Figure 1. Clock wires, drivers and flops (run 1).
Scale bar: 20 um.
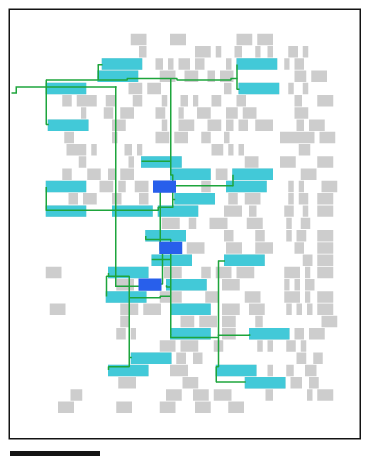
Figure 2. Wiring by layer (run 1).
Scale bar: 20 um.
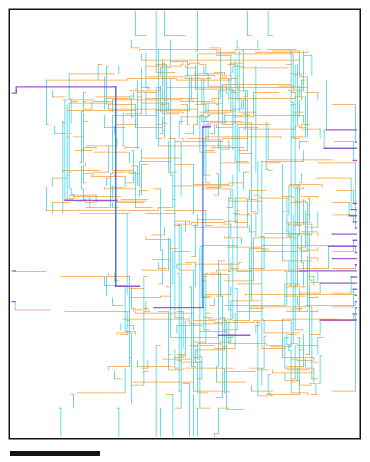
Figure 3. Where the registers sit (run 1).
Other sequential cells in the stronger gray, the rest of the logic in the fainter gray.
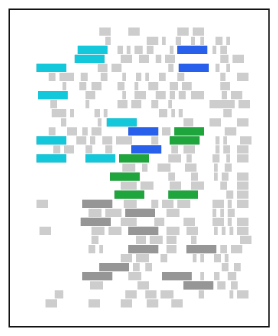
==> src/rtl/mem_ctrl_pkg.sv <==
// Shared types and default opcodes for the load/store sequencer.
package mem_ctrl_pkg;

  typedef enum logic [3:0] {
    StIdle,
    StAddr,
    StMar,
    StStData,
    StStMdr,
    StStWait,
    StLdWait,
    StLdMdr,
    StLdBus,
    StLdWb,
    StDone,
    StErr
  } state_e;

  localparam logic [3:0] OPC_LOAD_DEF  = 4'h3;
  localparam logic [3:0] OPC_STORE_DEF = 4'h4;

endpackage

==> src/rtl/reg_onehot_dec.sv <==
// Register index to one-hot enable decoder; index 0 drives the MSB.
module reg_onehot_dec #(
  parameter int unsigned FIELD_W  = 6,
  parameter int unsigned NUM_REGS = 6
) (
  input  logic [FIELD_W-1:0]  idx,
  output logic [NUM_REGS-1:0] onehot,
  output logic                valid
);

  // Out-of-range indices yield an all-zero vector and valid=0.
  always_comb begin
    valid = (32'(idx) < NUM_REGS);
    for (int unsigned i = 0; i < NUM_REGS; i++) begin
      onehot[NUM_REGS-1-i] = (32'(idx) == i);
    end
  end

endmodule

==> src/rtl/mem_ctrl_fsm.sv <==
// Load/store sequencer: decodes LOAD/STORE and drives datapath strobes as Moore outputs.
module mem_ctrl_fsm
  import mem_ctrl_pkg::*;
#(
  parameter int unsigned         INSTR_W   = 16,
  parameter int unsigned         OPC_W     = 4,
  parameter int unsigned         FIELD_W   = 6,
  parameter int unsigned         NUM_REGS  = 6,
  parameter int unsigned         TIMEOUT   = 255,
  parameter logic [OPC_W-1:0]    OPC_LOAD  = OPC_W'(OPC_LOAD_DEF),
  parameter logic [OPC_W-1:0]    OPC_STORE = OPC_W'(OPC_STORE_DEF)
) (
  input  logic                clk,
  input  logic                rst_n,
  input  logic                start,
  input  logic [INSTR_W-1:0]  instruction,
  input  logic                mfc,
  output logic                busy,
  output logic                done,
  output logic                err,
  output logic                mem_en,
  output logic                mar_in,
  output logic                mdr_write_en,
  output logic                mdr_read_en,
  output logic                mdr_out,
  output logic                rw,
  output logic                pc_inc,
  output logic [NUM_REGS-1:0] rx_out,
  output logic [NUM_REGS-1:0] rx_in
);

  localparam int unsigned CNT_W = $clog2(TIMEOUT + 1);

  state_e               state_q, state_d;
  logic [CNT_W-1:0]     cnt_q, cnt_d;
  logic [OPC_W-1:0]     opc_q;
  logic [FIELD_W-1:0]   p1_q, p2_q;

  logic [OPC_W-1:0]     opc_in;
  logic [FIELD_W-1:0]   p1_in, p2_in, p1_sel, p2_sel;
  logic [NUM_REGS-1:0]  p1_oh, p2_oh;
  logic                 p1_ok, p2_ok, accept, timeout, in_wait;

  assign opc_in  = instruction[INSTR_W-1 -: OPC_W];
  assign p1_in   = instruction[2*FIELD_W-1 -: FIELD_W];
  assign p2_in   = instruction[FIELD_W-1:0];
  assign accept  = start && (state_q == StIdle);
  assign in_wait = (state_q == StStWait) || (state_q == StLdWait);
  assign timeout = (cnt_q == CNT_W'(TIMEOUT - 1));

  // In IDLE the decoders validate the incoming fields; afterwards they see the latched copy.
  assign p1_sel = (state_q == StIdle) ? p1_in : p1_q;
  assign p2_sel = (state_q == StIdle) ? p2_in : p2_q;

  reg_onehot_dec #(.FIELD_W(FIELD_W), .NUM_REGS(NUM_REGS)) u_dec_p1 (
    .idx    (p1_sel),
    .onehot (p1_oh),
    .valid  (p1_ok)
  );

  reg_onehot_dec #(.FIELD_W(FIELD_W), .NUM_REGS(NUM_REGS)) u_dec_p2 (
    .idx    (p2_sel),
    .onehot (p2_oh),
    .valid  (p2_ok)
  );

  // State, wait counter and instruction fields.
  always_ff @(posedge clk or negedge rst_n) begin
    if (!rst_n) begin
      state_q <= StIdle;
      cnt_q   <= '0;
      opc_q   <= '0;
      p1_q    <= '0;
      p2_q    <= '0;
    end else begin
      state_q <= state_d;
      cnt_q   <= cnt_d;
      if (accept) begin
        opc_q <= opc_in;
        p1_q  <= p1_in;
        p2_q  <= p2_in;
      end
    end
  end

  // Next-state and wait-counter logic; mfc wins over timeout on the same edge.
  always_comb begin
    state_d = state_q;
    unique case (state_q)
      StIdle: begin
        if (start) begin
          state_d = (((opc_in == OPC_LOAD) || (opc_in == OPC_STORE)) && p1_ok && p2_ok)
                    ? StAddr : StErr;
        end
      end
      StAddr:   state_d = StMar;
      StMar:    state_d = (opc_q == OPC_LOAD) ? StLdWait : StStData;
      StStData: state_d = StStMdr;
      StStMdr:  state_d = StStWait;
      StStWait: begin
        if (mfc)          state_d = StDone;
        else if (timeout) state_d = StErr;
      end
      StLdWait: begin
        if (mfc)          state_d = StLdMdr;
        else if (timeout) state_d = StErr;
      end
      StLdMdr:  state_d = StLdBus;
      StLdBus:  state_d = StLdWb;
      StLdWb:   state_d = StDone;
      StDone:   state_d = StIdle;
      StErr:    state_d = StIdle;
      default:  state_d = StIdle;
    endcase
    cnt_d = (in_wait && (state_d == state_q)) ? cnt_q + CNT_W'(1) : '0;
  end

  // Moore output decode.
  always_comb begin
    busy         = (state_q != StIdle);
    done         = 1'b0;
    err          = 1'b0;
    mem_en       = 1'b0;
    mar_in       = 1'b0;
    mdr_write_en = 1'b0;
    mdr_read_en  = 1'b0;
    mdr_out      = 1'b0;
    rw           = 1'b0;
    pc_inc       = 1'b0;
    rx_out       = '0;
    rx_in        = '0;
    unique case (state_q)
      StAddr:   begin pc_inc = 1'b1; rx_out = p2_oh; end
      StMar:    begin mar_in = 1'b1; rx_out = p2_oh; end
      StStData: rx_out = p1_oh;
      StStMdr:  begin mdr_write_en = 1'b1; rx_out = p1_oh; end
      StStWait: mem_en = 1'b1;
      StLdWait: begin mem_en = 1'b1; rw = 1'b1; end
      StLdMdr:  begin mem_en = 1'b1; rw = 1'b1; mdr_read_en = 1'b1; end
      StLdBus:  begin mdr_out = 1'b1; rw = 1'b1; end
      StLdWb:   begin mdr_out = 1'b1; rw = 1'b1; rx_in = p1_oh; end
      StDone:   done = 1'b1;
      StErr:    begin done = 1'b1; err = 1'b1; end
      default:  ;
    endcase
  end

endmodule

==> config.mk <==
export PLATFORM = sky130hd
export DESIGN_NAME = mem_ctrl_fsm
export DESIGN_NICKNAME = d
export VERILOG_FILES = /design/src/rtl/mem_ctrl_pkg.sv /design/src/rtl/reg_onehot_dec.sv /design/src/rtl/mem_ctrl_fsm.sv
export SDC_FILE = /design/constraint.sdc
export NUM_CORES = 1
export LEC_CHECK = 0
export ABC_AREA = 0
export CAP_MARGIN = 20
export CELL_PAD_IN_SITES_DETAIL_PLACEMENT = 1
export CELL_PAD_IN_SITES_GLOBAL_PLACEMENT = 1
export CORE_ASPECT_RATIO = 1.25
export CORE_MARGIN = 4
export CORE_UTILIZATION = 29
export DETAILED_ROUTE_END_ITERATION = 16
export PLACE_DENSITY = 0.64
export SKIP_CTS_REPAIR_TIMING = 1
export SYNTH_ARGS = -nofsm -noshare
export SYNTH_HDL_FRONTEND = slang
export SYNTH_SLANG_ARGS = --single-unit
export TNS_END_PERCENT = 20
==> constraint.sdc <==
create_clock -name clk -period 4.35 [get_ports clk]
set_input_delay 0.87 -clock clk [delete_from_list [all_inputs] [get_ports clk]]
set_output_delay 0.87 -clock clk [all_outputs]
set_load 0.01 [all_outputs]
==> run summary, run 1 <==
run metrics: Simple-Gate Fraction of Synth Area=about a quarter, Post-Syn Instances=188, Post-synth seq share=approximately two fifths, outcome=complete, no violations, Hold WS=0.5041 ns, Worst EP required=~3.5 ns, Die W=77.54 um, Syn-to-layout area delta=30.19%, xor+xnor area frac=around 3.5%, crit path capture=rx_out[3], tool warning count=27, Yosys chip area=1753 um^2, H-tree Lvls=1, Final Worst Setup Slack=just over 0.8 ns, Worst-path clk slew=0.09 ns, reg2reg start=state_q[2], critical path startpoint category=primary input, Max Freq=283.0 MHz, Mean Syn Cell Area=slightly above 9 um^2, DP Area=2227 um^2, internal power=737.7 uW
Notes on Figure 1 above:
blue -> clock-net drivers  # count 3
cyan -> flip-flops  # count 28
green -> clock wires  # length 380 um
routed clock nets = 4
Clk pwr share: 13.0%
Final Skew: 0.004649 ns
Power Clock: 162 uW
Clk Latency, worst-skew pair: 0.27 ns

Notes on Figure 2 above:
purple -> M3  # wire length 131 um
orange -> M1  # wire length 2120 um
blue -> M4  # wire length 84.3 um
cyan -> M2  # wire length 2440 um

Notes on Figure 3 above:
blue -> `state_q`  # flops 4
green -> `p2_q`  # flops 6, where center
cyan -> `cnt_q`  # flops 8
not colored = 10
Seq. cell area: 700.7 um^2
Core Util, Final: 39.23%
Flop+latch power: 453 uW
Seq area share: 30.70%

-- run 1: cell usage after synthesis, types with 2 or more instances --
cell type	instances	area (um^2)
dfrtp_1	28	700.7
mux2_2	16	180.2
nor2_1	15	56.30
nand2_1	14	52.55
inv_1	11	41.29
nor4_1	11	68.82
clkbuf_1	7	26.28
o22ai_1	7	43.79
a31oi_1	6	37.54
nand2b_1	6	37.54
nand3_1	6	30.03
nor3_1	5	25.02
o21ai_0	4	20.02
xor2_1	4	35.03
a21oi_1	3	15.01
a221oi_1	3	26.28
and3_1	3	18.77
buf_2	3	15.01
nor2b_1	3	18.77
nor3b_1	3	22.52
xnor2_1	3	26.28
a41oi_1	2	17.52
and4_1	2	17.52
ha_1	2	25.02
mux2i_1	2	20.02
nor4b_1	2	17.52
o211ai_1	2	15.01
or3_1	2	12.51
Figure 4. The clock network (run 1).
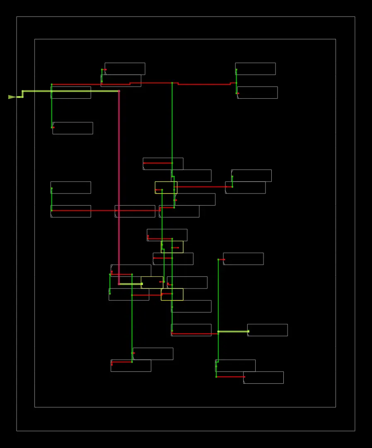

==> run 1 -> run 2 <==
Clock period 4.35 ns to 3.6 ns, I/O delays scaled along.
Figure 5. The clock network (run 2).
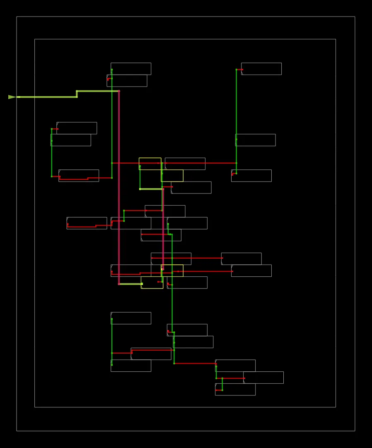
Power Clock: 196 uW
total CTS buffers: 3

==> run 2 against run 1 <==
  * Global-route usage up 0.12 points
  * Die area unchanged
  * Sequential share of layout area down 0.20 points
  * Count of clock-buffer cells in the layout unchanged
  * Register-to-register slack worse by 0.77 ns
  * Cell count up 0.68%
  * Combinational power up 26%
  * Sequential cell count unchanged
  * Design area up 0.66%
  * Clock skew down 0.0014 ns
  * Worst hold slack better by 0.0063 ns
  * Critical path depth unchanged
  * Critical endpoint is now rx_out[4]
  * Largest cell class unchanged
==> run summary, run 2 <==
run metrics: Max Freq=296.8 MHz, count leader, synth=dfrtp_1, Hold WS=0.5105 ns, Simple-Gate Fraction of Synth Area=between 20% and 30%, Core Util, Final=about two fifths, Yosys chip area=1753 um^2, Final Skew=0.003210 ns, H-tree Lvls=1, Routed WL=4739 um, top cells by area=dfrtp_1 (40%), mux2_2 (10%), nor4_1 (3.9%), Mean Syn Cell Area=between 9 and 10 um^2, Syn-to-layout area delta=31.05%, Die W=77.54 um, Final Worst Setup Slack=0.2302 ns, cell type with the largest total area=dfrtp_1, xor+xnor area frac=around 3.5%, CP bufs+invs=2, Post-Syn Instances=around 190, Seq area share=30.50%, Seq. cell area=between 700 and 800 um^2, Worst EP required=2.88 ns, critical path startpoint category=flip-flop, outcome=complete, no violations, Area leader share=roughly 40%, Clk Latency, worst-skew pair=0.27 ns, TNS Setup=0 ns
Figure 6. I/O pins on the die edge (run 2).
Pins as bars across the die edge, other pins in gray.
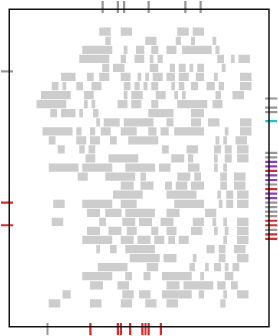
purple -> `rx_out`  # pins 6, direction output, edge east
red -> `instruction`  # pins 16, direction input, edge 8 south, 6 east, 2 west
cyan -> `pc_inc`  # pins 1, direction output, edge east

## run 2: cell counts after synthesis
Identical to the previous run, type by type.
## run 2: final timing paths
| kind | from | cells past startpoint | slack (ns) | end |
|---|---|---|---|---|
| max | state_q[0] | 6 | 0.23 | rx_out[4] |
| min | opc_q[2] | 1 | 0.51 | opc_q[2] |
| max reg2reg | state_q[0] | 4 | 1.58 | state_q[3] |
| min reg2reg | opc_q[2] | 1 | 0.51 | opc_q[2] |
| max in group asynchronous | rst_n | 2 | 2.52 | opc_q[1] |
| min in group asynchronous | rst_n | 2 | 0.82 | opc_q[0] |
## run 2: report_power, final
group | switching [uW] | internal, uW | total, uW
clock | 98.0 | 98.0 | 196
sequential | 98.0 | 429 | 527
combinational | 422 | 376 | 798
total | 618 | 903 | 1520
No activity file was given, so power comes from the tool's default toggle rates.
